## src/rtl/uitpg_ctrl_if.sv

```systemverilog
// Configuration handshake and pattern-select bundle shared by the
// test-pattern controller and whoever drives or observes it.
interface uitpg_ctrl_if;
  logic       cfg_valid;
  logic       cfg_ready;
  logic       cfg_auto;
  logic [3:0] cfg_pat;
  logic [7:0] cfg_dwell;
  logic [3:0] pat_sel;
  logic       pat_upd;
  logic       auto_md;

  modport master (
    output cfg_valid, cfg_auto, cfg_pat, cfg_dwell,
    input  cfg_ready, pat_sel, pat_upd, auto_md
  );

  modport slave (
    input  cfg_valid, cfg_auto, cfg_pat, cfg_dwell,
    output cfg_ready, pat_sel, pat_upd, auto_md
  );
endinterface

```

## src/rtl/uitpg_ctrl.sv

```systemverilog
// Test-pattern generator controller: frame-synchronous pattern selection
// in manual-hold or auto-cycle mode, reconfigured only on VS rising edges.
module uitpg_ctrl #(
  parameter int PAT_NUM = 12,
  parameter int FCNT_W  = 16
) (
  input  logic              I_tpg_clk,
  input  logic              I_tpg_rstn,
  input  logic              I_tpg_vs,
  input  logic              I_cfg_valid,
  output logic              O_cfg_ready,
  input  logic              I_cfg_auto,
  input  logic [3:0]        I_cfg_pat,
  input  logic [7:0]        I_cfg_dwell,
  output logic [3:0]        O_pat_sel,
  output logic              O_pat_upd,
  output logic              O_auto,
  output logic [FCNT_W-1:0] O_frame_cnt
);

  typedef enum logic {MANUAL = 1'b0, AUTO = 1'b1} state_t;

  localparam logic [4:0] PN = 5'(PAT_NUM);

  uitpg_ctrl_if w_if ();

  logic              r_vs;
  logic              r_ready;
  logic              r_pend;
  logic              r_sh_auto;
  logic [3:0]        r_sh_pat;
  logic [7:0]        r_sh_dwell;
  state_t            r_state;
  logic [3:0]        r_sel;
  logic              r_upd;
  logic [7:0]        r_dwell;
  logic [7:0]        r_cnt;
  logic [FCNT_W-1:0] r_fcnt;

  logic              w_vs_edge;
  logic              w_acc;
  logic              w_apply;
  logic [3:0]        w_pat_clamp;
  logic [7:0]        w_deff;
  state_t            w_state_nxt;
  logic [3:0]        w_sel_nxt;
  logic              w_upd_nxt;
  logic [7:0]        w_cnt_nxt;
  logic [7:0]        w_dwell_nxt;

  assign w_if.cfg_valid = I_cfg_valid;
  assign w_if.cfg_auto  = I_cfg_auto;
  assign w_if.cfg_pat   = I_cfg_pat;
  assign w_if.cfg_dwell = I_cfg_dwell;
  assign w_if.cfg_ready = r_ready;
  assign w_if.pat_sel   = r_sel;
  assign w_if.pat_upd   = r_upd;
  assign w_if.auto_md   = (r_state == AUTO);

  assign O_cfg_ready = w_if.cfg_ready;
  assign O_pat_sel   = w_if.pat_sel;
  assign O_pat_upd   = w_if.pat_upd;
  assign O_auto      = w_if.auto_md;
  assign O_frame_cnt = r_fcnt;

  // r_vs resets high so a VS already asserted out of reset is not a frame edge
  assign w_vs_edge   = !r_vs && I_tpg_vs;
  assign w_acc       = w_if.cfg_valid && r_ready;
  assign w_apply     = w_vs_edge && r_pend;
  assign w_pat_clamp = ({1'b0, w_if.cfg_pat} >= PN) ? 4'd0 : w_if.cfg_pat;
  assign w_deff      = (r_dwell == 8'd0) ? 8'd1 : r_dwell;

  always_ff @(posedge I_tpg_clk) begin
    if (!I_tpg_rstn) begin
      r_vs   <= 1'b1;
      r_fcnt <= '0;
    end else begin
      r_vs <= I_tpg_vs;
      if (w_vs_edge) r_fcnt <= r_fcnt + 1'b1;
    end
  end

  // Acceptance needs ready, which is only high with nothing pending, so
  // accept and apply are mutually exclusive in any one cycle.
  always_ff @(posedge I_tpg_clk) begin
    if (!I_tpg_rstn) begin
      r_ready    <= 1'b1;
      r_pend     <= 1'b0;
      r_sh_auto  <= 1'b0;
      r_sh_pat   <= 4'd0;
      r_sh_dwell <= 8'd0;
    end else if (w_acc) begin
      r_ready    <= 1'b0;
      r_pend     <= 1'b1;
      r_sh_auto  <= w_if.cfg_auto;
      r_sh_pat   <= w_pat_clamp;
      r_sh_dwell <= w_if.cfg_dwell;
    end else if (w_apply) begin
      r_ready <= 1'b1;
      r_pend  <= 1'b0;
    end
  end

  always_ff @(posedge I_tpg_clk) begin
    if (!I_tpg_rstn) r_state <= MANUAL;
    else             r_state <= w_state_nxt;
  end

  always_comb begin
    w_state_nxt = r_state;
    if (w_apply) w_state_nxt = r_sh_auto ? AUTO : MANUAL;
  end

  // Apply wins over auto advance on a shared frame edge.
  always_comb begin
    w_sel_nxt   = r_sel;
    w_upd_nxt   = 1'b0;
    w_cnt_nxt   = r_cnt;
    w_dwell_nxt = r_dwell;
    if (w_apply) begin
      w_sel_nxt   = r_sh_pat;
      w_upd_nxt   = 1'b1;
      w_cnt_nxt   = 8'd0;
      w_dwell_nxt = r_sh_dwell;
    end else if (r_state == MANUAL) begin
      w_cnt_nxt = 8'd0;
    end else if (w_vs_edge) begin
      if (r_cnt == w_deff - 8'd1) begin
        w_sel_nxt = ({1'b0, r_sel} == PN - 5'd1) ? 4'd0 : r_sel + 4'd1;
        w_upd_nxt = 1'b1;
        w_cnt_nxt = 8'd0;
      end else begin
        w_cnt_nxt = r_cnt + 8'd1;
      end
    end
  end

  always_ff @(posedge I_tpg_clk) begin
    if (!I_tpg_rstn) begin
      r_sel   <= 4'd0;
      r_upd   <= 1'b0;
      r_cnt   <= 8'd0;
      r_dwell <= 8'd0;
    end else begin
      r_sel   <= w_sel_nxt;
      r_upd   <= w_upd_nxt;
      r_cnt   <= w_cnt_nxt;
      r_dwell <= w_dwell_nxt;
    end
  end

endmodule

```

## config.mk

```make
export PLATFORM = sky130hd
export DESIGN_NAME = uitpg_ctrl
export DESIGN_NICKNAME = d
export VERILOG_FILES = /design/src/rtl/uitpg_ctrl_if.sv /design/src/rtl/uitpg_ctrl.sv
export SDC_FILE = /design/constraint.sdc
export NUM_CORES = 1
export LEC_CHECK = 0
export ABC_CLOCK_PERIOD_IN_PS = 7500
export CELL_PAD_IN_SITES_DETAIL_PLACEMENT = 0
export CELL_PAD_IN_SITES_GLOBAL_PLACEMENT = 1
export CORE_MARGIN = 3
export CORE_UTILIZATION = 43
export DETAILED_ROUTE_END_ITERATION = 10
export PLACE_DENSITY = 0.95
export SETUP_SLACK_MARGIN = 0.15
export SYNTH_ARGS = -nofsm -noshare
export SYNTH_HDL_FRONTEND = slang
export SYNTH_SLANG_ARGS = --single-unit
```

## constraint.sdc

```tcl
create_clock -name I_tpg_clk -period 7.5 [get_ports I_tpg_clk]
set_input_delay 2.25 -clock I_tpg_clk [delete_from_list [all_inputs] [get_ports I_tpg_clk]]
set_output_delay 2.25 -clock I_tpg_clk [all_outputs]
set_load 0.02 [all_outputs]
```

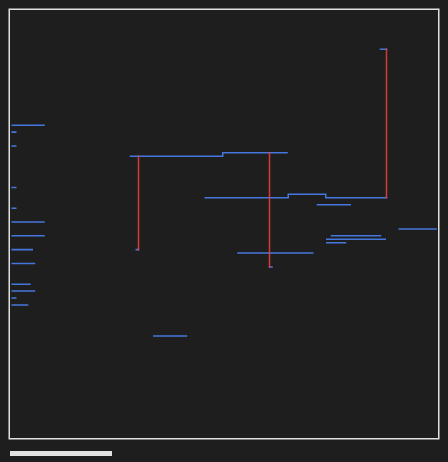
(run_1/layers.png)
The bar under the picture is 20 um long. Only two layers are drawn.
M3 -> blue  # wire length 171 um
M4 -> red  # wire length 70.0 um
WL per Instance: 12.6 um
vias: 2185
Post-Route WL: 5180 um
all-layer global routing usage: 0.154

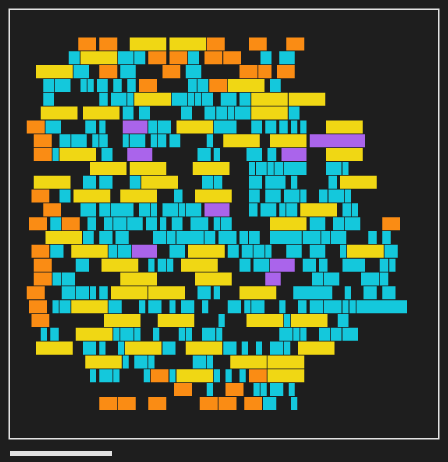
(run_1/class_map.png)
The bar under the picture is 20 um long.
registers -> yellow  # cells 54, share of their area 35%
remaining buffers and delay cells -> orange  # cells 40, share of their area 13%
remaining logic cells -> cyan  # cells 238, share of their area 48%
clock drivers and dummy loads -> purple  # cells 8, share of their area 3.9%

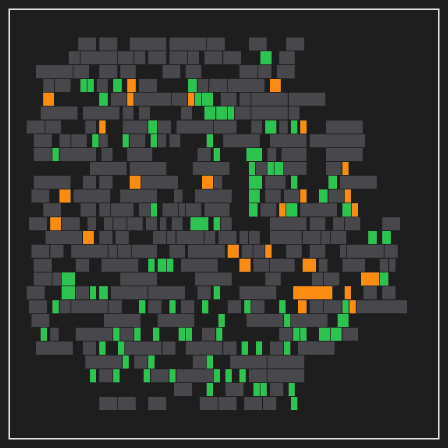
(run_1/gates.png)
nand cells -> green  # cells 87, most used nand2_1
nor cells -> orange  # cells 26, most used nor2_1
most numerous logic cell after layout: nand2_1
Cell Count, Final, Fillers Out: 412
logic share of the area: 0.465

==> impl_metrics.toml, run 1 <==
# generated from flow reports
[cells_and_area]
regArea_um2 = 1080
fill_cells = 520
syn_to_final_growth_pct = 21.2
buffer_area_frac = 0.125
finalNetCount = 360
num-clock-buffers = 6
area_dominant_class = "multi-input combinational cells"
seq_cells = 54
clock_area_frac = 0.0381
seq_area_frac = 0.339
final_cell_area_um2 = 3190
most-common-layout-cells = "nand2_1 (58), dfxtp_1 (54), clkdlybuf4s50_1 (39)"

[synth]
synth_flops = 54
ys_seq_share = 0.411
fa_ha_area_frac = 0.0190
synth_cell_type_count = 46
ys_sh_aoi = 0.183
synth.area.mux_share = 0.00571
ys_cells = 306
syn-num-nets = 327
syn_avg_cell_area_um2 = 8.59
synth-xor-area-share = 0.0799
top_cell_area_share = 0.411
edf_count = 0
topCellsByArea = "dfxtp_1 (41%), nand2_1 (8.3%), a21boi_0 (7.1%)"
synth_chip_area_um2 = 2630
synthTopLogicFamily = "simple AND/OR/NAND/NOR gates"
ff_type = "dfxtp_1"

[route]
met1_length_um = 2580
antenna_left = 0
wl_met3_um = 170
first_pass_iters = 4
first_iter_violations = 148

[power]
power.leakage_nw = 1.12
p_clk_frac = 0.377
powerSeq_mw = 0.297
top_power_group = "sequential cells"
comb_power_share = 0.077
p_int_mw = 0.423
pwr.group.clock_mw = 0.204
power_mw = 0.543
switchingPower_mw = 0.119

[global_route]
grt_pass1_vias = 2027
grt_max_degree = 49
grt_overflow_total = 0
antenna_found_initial = 0
grt_use_met3 = 0.0294

[hold_path]
min_path_type = "reg2reg"
hold_path_end = "r_dwell[2]$_SDFFE_PN0P_"
whs_path_depth = 2
worstHoldStart = "r_sh_dwell[2]$_SDFFE_PN0P_"

[setup_path]
crit_start = "I_tpg_vs"
crit_required_ns = 7.71
worst_setup_path_end_kind = "register"
worstPathArrival_ns = 4.57
timing.reg2reg.setup_slack_ns = 4.54
path_cells = "clkdlybuf4s50_1, nor2b_1, nand4_1, nor3_1, nand3_1, xnor2_1, and2_1"
cp_max_fo = 15
cp_top_family = "simple AND/OR/NAND/NOR gates"
reg2reg_from = "r_dwell[2]$_SDFFE_PN0P_"
endpoint = "O_frame_cnt[13]$_SDFFE_PN0P_"
critPathMaxStageDelay_ns = 0.72
r2r-end = "r_cnt[7]$_SDFFE_PP0P_"

[floorplanning]
ios = 40
rows = 27
die_w_um = 84.2
initial_core_util = 0.461
tap_cells = 72

[clocking]
cts-root-buf = "clkbuf_8"
cts_resized = 0
cts_buffers = 5
clockBufferDepth = 2
htree_levels = 2

[placement]
hpwl_um = 3730
dp_cells = 404
placed_cell_area_um2 = 3070
port_buffers = 39
routabilityCongestion = 0.808
place_ws_ns = 2.80

[outcome]
outcome = "completed"

[sta]
finalClockPeriodUsage = 0.580
setup_viol_count_final = 0
fmax_mhz = 230
setup-tns-final_ns = 0
fin_skew_ns = 0.0104
max_slew_margin = 0.408
holdWs_ns = 0.466

[run]
cap_violations = 0
==> run_1/ff_map.png <==
The bar under the picture is 20 um long.
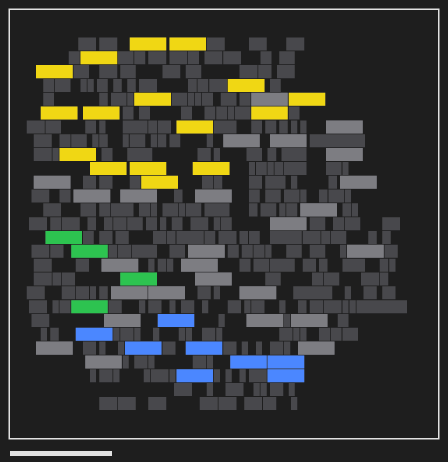

==> run 2: changes to the inputs <==
--- a/config.mk
+++ b/config.mk
@@ -5,13 +5,13 @@
 export SDC_FILE = /design/constraint.sdc
 export NUM_CORES = 1
 export LEC_CHECK = 0
-export ABC_CLOCK_PERIOD_IN_PS = 7500
+export ABC_CLOCK_PERIOD_IN_PS = 4300
 export CELL_PAD_IN_SITES_DETAIL_PLACEMENT = 0
 export CELL_PAD_IN_SITES_GLOBAL_PLACEMENT = 1
 export CORE_MARGIN = 3
-export CORE_UTILIZATION = 43
+export CORE_UTILIZATION = 40
 export DETAILED_ROUTE_END_ITERATION = 10
-export PLACE_DENSITY = 0.95
+export PLACE_DENSITY = 0.9
 export SETUP_SLACK_MARGIN = 0.15
 export SYNTH_ARGS = -nofsm -noshare
 export SYNTH_HDL_FRONTEND = slang
==> constraint.sdc (replaced) <==
create_clock -name I_tpg_clk -period 4.3 [get_ports I_tpg_clk]
set_input_delay 1.29 -clock I_tpg_clk [delete_from_list [all_inputs] [get_ports I_tpg_clk]]
set_output_delay 1.29 -clock I_tpg_clk [all_outputs]
set_load 0.02 [all_outputs]
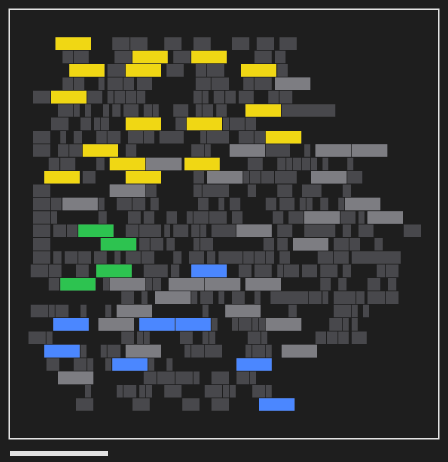
(run_2/ff_map.png)
The bar under the picture is 20 um long.
`r_sh_dwell` -> blue  # sequential cells 8
`O_frame_cnt` -> yellow  # sequential cells 16
`r_sh_pat` -> green  # sequential cells 4, where left middle
fin util: 0.520
Seq. cell area: 1080 um^2
sequential power: 0.518 mW
flop share of the area: 0.339

==> run 2 against run 1 <==
Against the previous run: first-iteration DRC count fell by 46%; largest power group unchanged; total power rose by 70%; hold slack improved by 0.0027 ns; via count fell by 1.6%; utilization fell by 3.8 points; critical path type is now reg2reg; critical path depth rose by 3; clock power rose by 63%; clock skew fell by 0.0046 ns; synthesized cell count did not move.
==> impl_metrics.toml, run 2 <==
# generated from flow reports
[floorplanning]
die_w_um = 87.1
dieArea_um2 = 7580
ios = 40
initial_core_util = 0.429
tap_cells = 75
rows = 28
die_h_um = 87.1

[clocking]
cts-root-buf = "clkbuf_8"
cts_buffers = 5
cts_resized = 0
htree_levels = 2
cts_hold_buf = 0
clockBufferDepth = 2

[sta]
finalClockPeriodUsage = 0.689
slew_violations = 0
fin_skew_ns = 0.00577
fmax_mhz = 338
holdWs_ns = 0.469
worst_slack_ns = 1.34
setup-tns-final_ns = 0
setup_viol_count_final = 0
finalCriticalPeriod_ns = 2.96
max_slew_margin = 0.629
rsz0062_at_grt = "false"

[setup_path]
timing.reg2reg.setup_slack_ns = 1.34
r2r-end = "r_cnt[4]$_SDFFE_PP0P_"
worstPathArrival_ns = 3.15
cp_top_family = "simple AND/OR/NAND/NOR gates"
worst_setup_path_end_kind = "register"
worstSetupStartpointType = "register"
rr_worst_depth = 10
path_cells = "nor4_4, and2_2, a21oi_1, ha_1, nor2b_1, or3_1, a31oi_1, o2111ai_1, o21bai_2, nor2_1"
critPathKind = "reg2reg"
cp_max_fo = 8
crit_required_ns = 4.49
reg2reg_from = "r_dwell[2]$_SDFFE_PN0P_"
critPathMaxStageDelay_ns = 0.41
crit_start = "r_dwell[2]$_SDFFE_PN0P_"
endpoint = "r_cnt[4]$_SDFFE_PP0P_"

[placement]
routabilityCongestion = 0.741
place_ws_ns = 1.10
hpwl_um = 3940
dp_cells = 408
port_buffers = 39
placed_cell_area_um2 = 3080

[cells_and_area]
clock_area_frac = 0.0346
multiInputGateArea_um2 = 1480
layout-drive-gt1-share = 0.0528
area_dominant_class = "multi-input combinational cells"
diodes = 0
most-common-layout-cells = "nand2_1 (58), dfxtp_1 (54), clkdlybuf4s50_1 (39)"
seq_cells = 54
final_cell_area_um2 = 3190
finalNetCount = 361
final_cell_count_no_fill = 416
buffer_area_frac = 0.127
syn_to_final_growth_pct = 21.2
largest_register_ffs = 16
fill_cells = 588
mostFrequentLayoutCell = "nand2_1"
num-clock-buffers = 6
comb_cells = 234
sh_comb_area = 0.465

[route]
first_iter_violations = 80
met1_length_um = 2780
antenna_left = 0
wl_per_cell_um = 13.0
highest_layer = "met4"
wirelength_um = 5420
met2_length_um = 2480
first_pass_iters = 4
wl_met3_um = 116
dr_total_vias = 2150

[synth]
synth-xor-area-share = 0.0799
syn_avg_cell_area_um2 = 8.59
top_cell = "nand2_1"
ff_type = "dfxtp_1"
synth_area_leader_cell = "dfxtp_1"
top_cells_by_count = "nand2_1 (58), dfxtp_1 (54), a21boi_0 (25), clkbuf_1 (14), nand3_1 (14)"
async_flop_share = 0
fa_ha_area_frac = 0.0190
ys_cells = 306
synth_cell_type_count = 46
synth_flops = 54
ys_warn_count = 0
syn-num-nets = 327
edf_count = 0
top_cell_area_share = 0.411
ys_sh_aoi = 0.183
syn_inst = 306
synth.area.mux_share = 0.00571
synth_chip_area_um2 = 2630
ys_seq_share = 0.411
topCellsByArea = "dfxtp_1 (41%), nand2_1 (8.3%), a21boi_0 (7.1%)"
synthTopLogicFamily = "simple AND/OR/NAND/NOR gates"

[global_route]
grt_pass1_vias = 1978
track_usage = 0.150
antenna_found_initial = 0
grt_use_met3 = 0.0312
grtUsageMet1 = 0.206
grt_overflow_total = 0
grt_max_degree = 34

[power]
top_power_group = "sequential cells"
pwr.group.clock_mw = 0.332
switchingPower_mw = 0.202
ir_drop_uv = 142
swShare = 0.219
p_int_mw = 0.721
power.leakage_nw = 1.12
p_clk_frac = 0.360
power_mw = 0.923
comb_power_share = 0.079

[hold_path]
whs_path_depth = 2
hold_path_end = "r_sh_dwell[0]$_SDFFE_PN0P_"
worstHoldStart = "r_sh_dwell[0]$_SDFFE_PN0P_"
min_path_type = "reg2reg"

[run]
cap_violations = 0

[outcome]
outcome = "completed"
No activity file was given, so power comes from the tool's default toggle rates.
